run_1/clocks.png
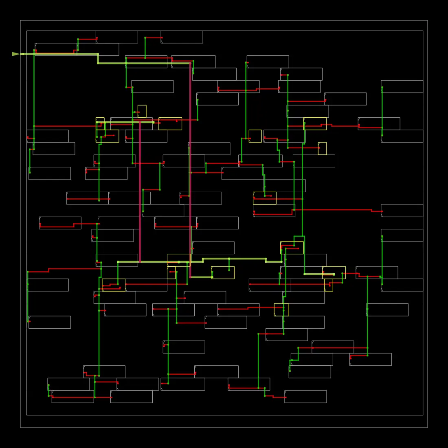
run_1/io_placement.png
Drawn at 4 px/um. Pins as bars across the die edge, other pins in gray.
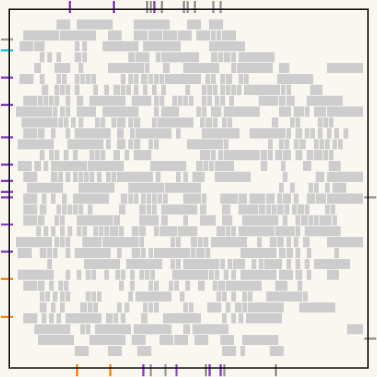
run_1/cell_density.png
Drawn at 4 px/um. The die is cut into 9 by 9 equal tiles; black is low, pale yellow is high, 0 to 100% covered.
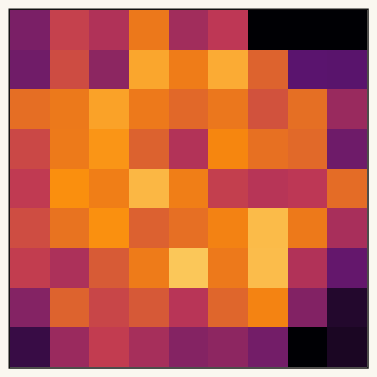
--- config.mk ---
export PLATFORM = sky130hd
export DESIGN_NAME = sseg_scan_mux_flat
export DESIGN_NICKNAME = d
export VERILOG_FILES = /design/src/rtl/sseg_pkg.sv /design/src/rtl/sseg_scan_mux_if.sv /design/src/rtl/sseg_refresh_timer.sv /design/src/rtl/sseg_scan_mux.sv /design/src/flat_wrapper.sv
export SDC_FILE = /design/constraint.sdc
export NUM_CORES = 1
export LEC_CHECK = 0
export ABC_AREA = 1
export CAP_MARGIN = 15
export CORE_UTILIZATION = 50
export CTS_BUF_LIST = sky130_fd_sc_hd__clkbuf_8
export CTS_CLUSTER_SIZE = 14
export DETAILED_ROUTE_END_ITERATION = 8
export GPL_TIMING_DRIVEN = 1
export PLACE_DENSITY = 0.71
export REMOVE_ABC_BUFFERS = 1
export SLEW_MARGIN = 25
export SYNTH_ARGS = -nofsm -noshare
export SYNTH_HDL_FRONTEND = slang
export SYNTH_SLANG_ARGS = --single-unit
--- constraint.sdc ---
create_clock -name clk -period 4.4 [get_ports clk]
set_input_delay 1.1 -clock clk [delete_from_list [all_inputs] [get_ports clk]]
set_output_delay 1.1 -clock clk [all_outputs]
set_load 0.03 [all_outputs]
--- src/rtl/sseg_pkg.sv ---
// Shared types and constants for the 4-digit multiplexed seven-segment driver.
package sseg_pkg;

    localparam int         NUM_DIGITS = 4;
    localparam logic [3:0] AN_OFF     = 4'b1111;
    localparam logic       DP_OFF     = 1'b1;

    typedef enum logic {ST_BLANK, ST_SHOW} state_t;

    typedef logic [1:0] digit_idx_t;

    // One complete display image: nibbles, decimal points and digit enables.
    typedef struct packed {
        logic [15:0]           value;
        logic [NUM_DIGITS-1:0] dp;
        logic [NUM_DIGITS-1:0] en;
    } disp_t;

    function automatic logic [3:0] nibble(input logic [15:0] v, input digit_idx_t i);
        return v[{i, 2'b00} +: 4];
    endfunction

    function automatic logic [3:0] an_onehot(input digit_idx_t i);
        logic [3:0] one;
        one = 4'b0001 << i;
        return ~one;
    endfunction

endpackage

--- src/rtl/sseg_scan_mux_if.sv ---
// Display data in, multiplexed digit drive out.
interface sseg_scan_mux_if;
    import sseg_pkg::*;

    logic [15:0]           value;
    logic [NUM_DIGITS-1:0] dp_in;
    logic [NUM_DIGITS-1:0] digit_en;
    logic                  load;
    logic [3:0]            hex;
    logic [NUM_DIGITS-1:0] an;
    logic                  dp;
    logic                  frame_done;

    modport master (
        output value, dp_in, digit_en, load,
        input  hex, an, dp, frame_done
    );

    modport slave (
        input  value, dp_in, digit_en, load,
        output hex, an, dp, frame_done
    );

endinterface

--- src/rtl/sseg_refresh_timer.sv ---
// Slot prescaler and digit index; emits slot/show/frame ticks for the scan FSM.
module sseg_refresh_timer
    import sseg_pkg::*;
#(
    parameter int REFRESH_DIV  = 50000,
    parameter int BLANK_CYCLES = 500
) (
    input  logic       clk,
    input  logic       rst_n,
    output digit_idx_t idx,
    output logic       slot_end,
    output logic       show_start,
    output logic       frame_end
);

    localparam int CW = $clog2(REFRESH_DIV);
    localparam logic [CW-1:0] LAST    = CW'(REFRESH_DIV - 1);
    localparam logic [CW-1:0] SHOW_AT = CW'((BLANK_CYCLES == 0) ? 0 : BLANK_CYCLES - 1);

    if (REFRESH_DIV < 2 || BLANK_CYCLES < 0 || BLANK_CYCLES >= REFRESH_DIV) begin : g_bad_param
        $error("sseg_refresh_timer: need REFRESH_DIV >= 2 and 0 <= BLANK_CYCLES < REFRESH_DIV");
    end

    logic [CW-1:0] cnt;

    assign slot_end   = (cnt == LAST);
    // With no blanking the FSM never leaves ST_SHOW, so no show tick is needed.
    assign show_start = (BLANK_CYCLES != 0) && (cnt == SHOW_AT);
    assign frame_end  = slot_end && (idx == digit_idx_t'(NUM_DIGITS - 1));

    always_ff @(posedge clk or negedge rst_n) begin
        if (!rst_n) begin
            cnt <= '0;
            idx <= '0;
        end else if (slot_end) begin
            cnt <= '0;
            idx <= idx + 2'd1;
        end else begin
            cnt <= cnt + 1'b1;
        end
    end

endmodule

--- src/rtl/sseg_scan_mux.sv ---
// Time-multiplexes a 16-bit value over a 4-digit common-anode display with
// frame-synchronous (tear-free) updates and inter-digit blanking.
module sseg_scan_mux
    import sseg_pkg::*;
#(
    parameter int REFRESH_DIV  = 50000,
    parameter int BLANK_CYCLES = 500
) (
    input  logic            clk,
    input  logic            rst_n,
    sseg_scan_mux_if.slave  bus
);

    // Without blanking every slot is entirely visible from the first cycle.
    localparam state_t ST_INIT = (BLANK_CYCLES == 0) ? ST_SHOW : ST_BLANK;

    digit_idx_t idx;
    logic       slot_end, show_start, frame_end;

    sseg_refresh_timer #(
        .REFRESH_DIV  (REFRESH_DIV),
        .BLANK_CYCLES (BLANK_CYCLES)
    ) u_timer (
        .clk        (clk),
        .rst_n      (rst_n),
        .idx        (idx),
        .slot_end   (slot_end),
        .show_start (show_start),
        .frame_end  (frame_end)
    );

    disp_t  incoming, staging, shadow;
    logic   pending;
    state_t state;

    logic [3:0]            hex_q;
    logic [NUM_DIGITS-1:0] an_q;
    logic                  dp_q;
    logic                  frame_done_q;

    assign incoming = '{value: bus.value, dp: bus.dp_in, en: bus.digit_en};

    // A load landing on the boundary cycle goes straight to the shadow so it
    // is not held back a whole extra frame.
    always_ff @(posedge clk or negedge rst_n) begin
        if (!rst_n) begin
            staging <= '0;
            shadow  <= '0;
            pending <= 1'b0;
        end else if (bus.load && frame_end) begin
            shadow  <= incoming;
            pending <= 1'b0;
        end else if (bus.load) begin
            staging <= incoming;
            pending <= 1'b1;
        end else if (frame_end && pending) begin
            shadow  <= staging;
            pending <= 1'b0;
        end
    end

    always_ff @(posedge clk or negedge rst_n) begin
        if (!rst_n) begin
            state        <= ST_INIT;
            hex_q        <= 4'h0;
            an_q         <= AN_OFF;
            dp_q         <= DP_OFF;
            frame_done_q <= 1'b0;
        end else begin
            // hex tracks the slot digit even while blanked so the decoder settles early.
            hex_q        <= nibble(shadow.value, idx);
            frame_done_q <= frame_end;
            if (state == ST_SHOW && shadow.en[idx]) begin
                an_q <= an_onehot(idx);
                dp_q <= ~shadow.dp[idx];
            end else begin
                an_q <= AN_OFF;
                dp_q <= DP_OFF;
            end
            case (state)
                ST_BLANK: if (show_start) state <= ST_SHOW;
                ST_SHOW:  if (slot_end && BLANK_CYCLES != 0) state <= ST_BLANK;
                default:  state <= ST_INIT;
            endcase
        end
    end

    assign bus.hex        = hex_q;
    assign bus.an         = an_q;
    assign bus.dp         = dp_q;
    assign bus.frame_done = frame_done_q;

endmodule

--- src/flat_wrapper.sv ---
// flat-port wrapper written by rule: the top's interface ports become plain ports
module sseg_scan_mux_flat import sseg_pkg::*;
#(
    parameter int REFRESH_DIV  = 50000,
    parameter int BLANK_CYCLES = 500
)
  (clk, rst_n, bus_value, bus_dp_in, bus_digit_en, bus_load, bus_hex, bus_an, bus_dp, bus_frame_done);
  sseg_scan_mux_if bus_i ();
  input  logic clk;
  input  logic rst_n;
  input wire logic [$bits(bus_i.value)-1:0] bus_value;
  input wire logic [$bits(bus_i.dp_in)-1:0] bus_dp_in;
  input wire logic [$bits(bus_i.digit_en)-1:0] bus_digit_en;
  input wire logic [$bits(bus_i.load)-1:0] bus_load;
  output wire logic [$bits(bus_i.hex)-1:0] bus_hex;
  output wire logic [$bits(bus_i.an)-1:0] bus_an;
  output wire logic [$bits(bus_i.dp)-1:0] bus_dp;
  output wire logic [$bits(bus_i.frame_done)-1:0] bus_frame_done;
  assign bus_i.value = bus_value;
  assign bus_i.dp_in = bus_dp_in;
  assign bus_i.digit_en = bus_digit_en;
  assign bus_i.load = bus_load;
  assign bus_hex = bus_i.hex;
  assign bus_an = bus_i.an;
  assign bus_dp = bus_i.dp;
  assign bus_frame_done = bus_i.frame_done;
  sseg_scan_mux #(.REFRESH_DIV(REFRESH_DIV), .BLANK_CYCLES(BLANK_CYCLES)) u_core (.clk(clk), .rst_n(rst_n), .bus(bus_i));
endmodule
==> out/metrics.yaml, run 1 <==
synth:
  edf_count: 0
  top_cell: "nand2_1"
  ys.flops: 78
  ys_cells: 496
  ys_sh_simple_pct: 33.8
  ys_seq_share_pct: 51.4
  top_area_cell: "dfrtp_1"
  syn_area_per_cell_um2: 7.69
  top_area_share_pct: 47.9
  syn_area_mm2: 0.00381
  synth_cell_types: 33
  yosys_area_mm2: 0.00381
  topCombFamilyByArea: "simple AND/OR/NAND/NOR gates"
  ys_warn_count: 0
  mux_share_pct: 0
  synthCells: 496
  ff_type: "dfrtp_1"
  common_cells: "nand2_1 (173), nor2_1 (87), dfrtp_1 (73)"
  area_leaders: "dfrtp_1 (48%), nand2_1 (17%), nor2_1 (8.6%)"
  synth_xor_xnor_area_share_pct: 1.61
  postSynth.asyncResetShare_pct: 100
clocking:
  cts_resized: 0
  cts_hold_buffers: 0
  post-cts-setup-buffers: 0
  clkTransAtPathRegs_ps: 80
  cts-root-buf: "clkbuf_8"
  cts_tree: "yes"
  clockBufferDepth: 2
  htreeDepth: 3
  insertion_delay_ps: 350
hold_path:
  hp-start: "u_core.staging[20]"
  holdPathEnd: "u_core.staging[20]"
  hp-class: "reg -> reg"
critical_path:
  crit_buf_inv: 1
  start_kind: "register"
  reg2reg_from: "u_core.u_timer.cnt[0]"
  crit_family: "buffers and inverters"
  worstSetupEndpoint: "bus_an[3]"
  path_cells: "clkdlybuf4s50_1"
  max_stage_delay_ps: 660
  rrSetupSlack_ps: 2370
  critPathKind: "reg -> out"
  r2r_cells: 9
  r2r_end: "u_core.staging[10]"
  crit_path_max_fanout: 1
  crit_slowest_cell: "clkdlybuf4s50_1"
  crit_start: "u_core.bus.an[3]"
  cp.arrival_ps: 1540
place:
  place_area_mm2: 0.00420
  dpl.cell_count: 615
  gp_congestion: 0.892
  hpwlAfterDp_um: 5130
cells_and_area:
  largestClassByArea: "registers"
  logic_gate_count: 351
  nFillCells: 681
  reg.largest.list: "u_core.shadow (24), u_core.staging (24), u_core.u_timer.cnt (16)"
  seq_area_share_pct: 44.8
  n_all_inverters: 49
  drive_gt1_share_pct: 6.95
  regArea_mm2: 0.00196
  syn_to_final_growth_pct: 14.6
  comb_share_pct: 35.7
  clockNetworkAreaShare_pct: 3.78
  diodes: 0
  comb_area_mm2: 0.00156
  signal_buffers: 38
  stdcell_count: 631
  layout.nonclk_buf_share_pct: 8.62
sta:
  setup_violations: 0
  max_freq_mhz: 378
  worst_slack_ps: 1760
  maxSlewViolCount: 0
  finalCritPeriodShare_pct: 60.1
  relSlewSlack_pct: 50.2
  worst_pin_slew_ps: 746
  fin_setup_tns_ps: 0
  min_period_ps: 2640
flow_run:
  warnings: 28
  maxCapViolCount: 0
power_and_ir_drop:
  powerComb_w: 0.0000938
  p_clk_w: 0.000467
  ir_drop_v: 0.000237
  p_clk_share_pct: 35.7
  p_total_w: 0.00131
  comb_power_share_pct: 7.2
  seqPwrFrac_pct: 57.1
  switching_share_pct: 25.2
  p_switching_w: 0.000329
  power_density_mw_per_mm2: 299
  seq_cell_power_w: 0.000746
  largestPowerGroup: "registers"
grt:
  met2_usage_pct: 37.1
  grt_pass1_wl_um: 13400
  antenna_found_initial: 0
  use_met1_pct: 28.9
  gr-usage-all-layers_pct: 22.5
  met3_usage_pct: 6.00
  first_global_vias: 2889
  grt_max_degree: 79
  gr-max-usage-layer: "met2"
route:
  avgRoutedWirePerCell_um: 12.5
  drtIter0Drc: 242
  met2WireLength_um: 3950
  vias: 3080
  wirelength_um: 7920
  routed-wl-met3_um: 251
floorplan:
  die-area_mm2: 0.00798
  die_y_um: 89.3
  n_tap_cell: 99
  fp-row-count: 31
  die_w_um: 89.3
status:
  status: "completed"
Back to the opening pictures, clocks.png:
total CTS buffers: 9
Worst Clk Skew: 10.1 ps
CLK BUF: 9
sinks on the clock net: 78
Seq cells: 78

Back to the opening pictures, io_placement.png:
color	port	pins	direction	edge
purple	`bus_value`	16	input	9 left, 4 bottom, 3 top
cyan	`bus_load`	1	input	left
orange	`bus_dp_in`	4	input	2 left, 2 bottom
all pins by edge	13 left, 11 bottom, 11 top, 2 right

Back to the opening pictures, cell_density.png:
nearly empty tiles	4.9%
mean over tiles	53%
tiles over 75% full	12%
emptiest ninth of the die	top right
fullest tile	88%
fp util: 52.0%
Core Region: 0.00733 mm^2
Final Core Density: 59.6%

==> run 1: cell usage in the layout, fill, tap and decap left out, drive strengths merged <==
cell / Yosys / routed
a41oi: 1 / 1
clkdlybuf4s50: 0 / 35
a21oi: 1 / 1
o21ai: 16 / 16
buf: 14 / 3
dfrtp: 73 / 73
inv: 47 / 47
ha: 5 / 5
nand3b: 1 / 1
nor2: 89 / 89
nand3: 33 / 33
dfstp: 5 / 5
nand4: 6 / 6
o21bai: 1 / 1
clkbuf: 4 / 9
clkinv: 2 / 8
o22ai: 5 / 5
nand2: 178 / 178
nor3: 4 / 4
clkinvlp: 0 / 1
xnor2: 1 / 1
or2: 1 / 1
xor2: 6 / 6
o211ai: 1 / 1
a21boi: 1 / 1
nor4: 1 / 1
run_1/placement_by_type.png
Drawn at 3 px/um.
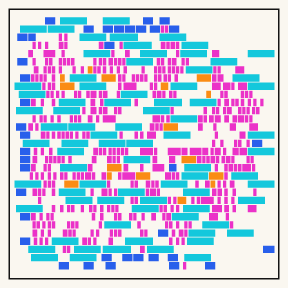

--- run 2 (diff from run 1) ---
==> constraint.sdc (replaced) <==
create_clock -name clk -period 2.75 [get_ports clk]
set_input_delay 0.6875 -clock clk [delete_from_list [all_inputs] [get_ports clk]]
set_output_delay 0.6875 -clock clk [all_outputs]
set_load 0.03 [all_outputs]
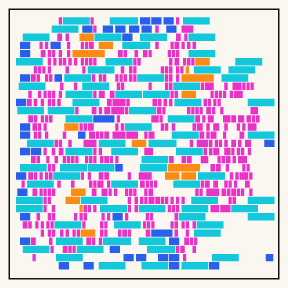
run_2/placement_by_type.png
Drawn at 3 px/um.
color	class	cells	share of their area
cyan	sequential cells	78	45%
blue	remaining buffers and delay cells	41	9.6%
magenta	combinational and other logic	400	40%
orange	clock drivers and dummy loads	16	5.7%
final non-filler cell area: 0.00450 mm^2
Final Core Density: 61.4%
FP Rows: 31

==> out/metrics.yaml, run 2 <==
status:
  status: "completed"
critical_path:
  crit_buf_inv: 1
  crit_start: "u_core.bus.an[3]"
  crit_slowest_cell: "clkdlybuf4s50_1"
  start_kind: "register"
  reg2reg_from: "u_core.u_timer.cnt[0]"
  critPathKind: "reg -> out"
  max_stage_delay_ps: 660
  path_cells: "clkdlybuf4s50_1"
  cp.arrival_ps: 1550
  r2r_end: "u_core.staging[23]"
synth:
  synth_cell_types: 33
  ys_cells: 496
  common_cells: "nand2_1 (173), nor2_1 (87), dfrtp_1 (73)"
  syn_area_mm2: 0.00381
  top_area_share_pct: 47.9
  synthCells: 496
  yosys_area_mm2: 0.00381
  ys_warn_count: 0
  edf_count: 0
  syn_area_per_cell_um2: 7.69
  top_area_cell: "dfrtp_1"
grt:
  grt_max_degree: 49
  gr-max-usage-layer: "met2"
  first_global_vias: 2856
  gr-usage-all-layers_pct: 22.4
  met3_usage_pct: 3.97
  met2_usage_pct: 36.9
power_and_ir_drop:
  switching_share_pct: 21.5
  p_clk_share_pct: 44.0
  comb_power_share_pct: 6.5
  seqPwrFrac_pct: 49.5
  power_density_mw_per_mm2: 536
  p_total_w: 0.00241
  p_clk_w: 0.00106
  ir_drop_v: 0.000283
  largestPowerGroup: "registers"
cells_and_area:
  diodes: 0
  most-common-layout-cells: "nand2_1 (173), nor2_1 (87), dfrtp_1 (73)"
  stdcell_count: 634
  final_common_cell: "nand2_1"
  reg.largest.list: "u_core.shadow (24), u_core.staging (24), u_core.u_timer.cnt (16)"
hold_path:
  hp-class: "in -> async"
sta:
  fin_setup_tns_ps: 0
  min_period_ps: 2240
  finalCritPeriodShare_pct: 81.3
  skew_ps: 8.27
  maxSlewViolCount: 0
  worst_pin_slew_ps: 819
  max_freq_mhz: 447
  setup_violations: 0
clocking:
  cts_tree: "yes"
  cts-root-buf: "clkbuf_8"
  post-cts-setup-buffers: 0
  cts.sinks: 78
  clockBufferDepth: 2
  cts_buffers: 9
  cts_resized: 0
  clkTransAtPathRegs_ps: 80
route:
  avgRoutedWirePerCell_um: 12.7
  met2WireLength_um: 3940
  drtIter0Drc: 198
  routed-wl-met3_um: 363
flow_run:
  warnings: 28
  maxCapViolCount: 0
floorplan:
  die_y_um: 89.3
  die-area_mm2: 0.00798
  coreArea_mm2: 0.00733
  fp_util_pct: 52.0
place:
  gp_congestion: 0.894
  place_area_mm2: 0.00425
  hpwlAfterDp_um: 5430
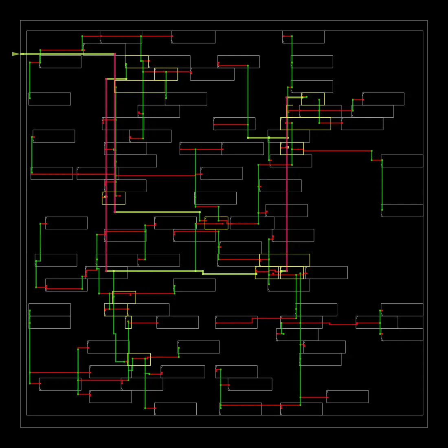
run_2/clocks.png
CLK BUF: 11
Late-Pin Clk Latency: 350 ps

## run 2: cell types whose count changed in the layout (fill, tap and decap cells not counted), sizes merged
cell      delta
clkinv       -6
buf          +3
bufinv       +3
clkbuf       +2
inv          +2
clkinvlp     -1
## run 2: cell families after synthesis
group,after synthesis,share of synthesized area (%)
buffers and inverters,67,7.71
flip-flops,78,51.4
adder cells (fa/ha/maj),5,1.64
AND/OR/NAND/NOR,313,33.8
XOR/XNOR,7,1.61
AND-OR/OR-AND,26,3.87
## run 2: cell type report
type,count,area (um^2)
fillers,645,2830
inverters,49,186
well taps,99,124
flip-flops and latches,78,1960
clock inverters,5,97.6
clock buffers,11,151
multi-input cells,351,1560
repair buffers,41,420
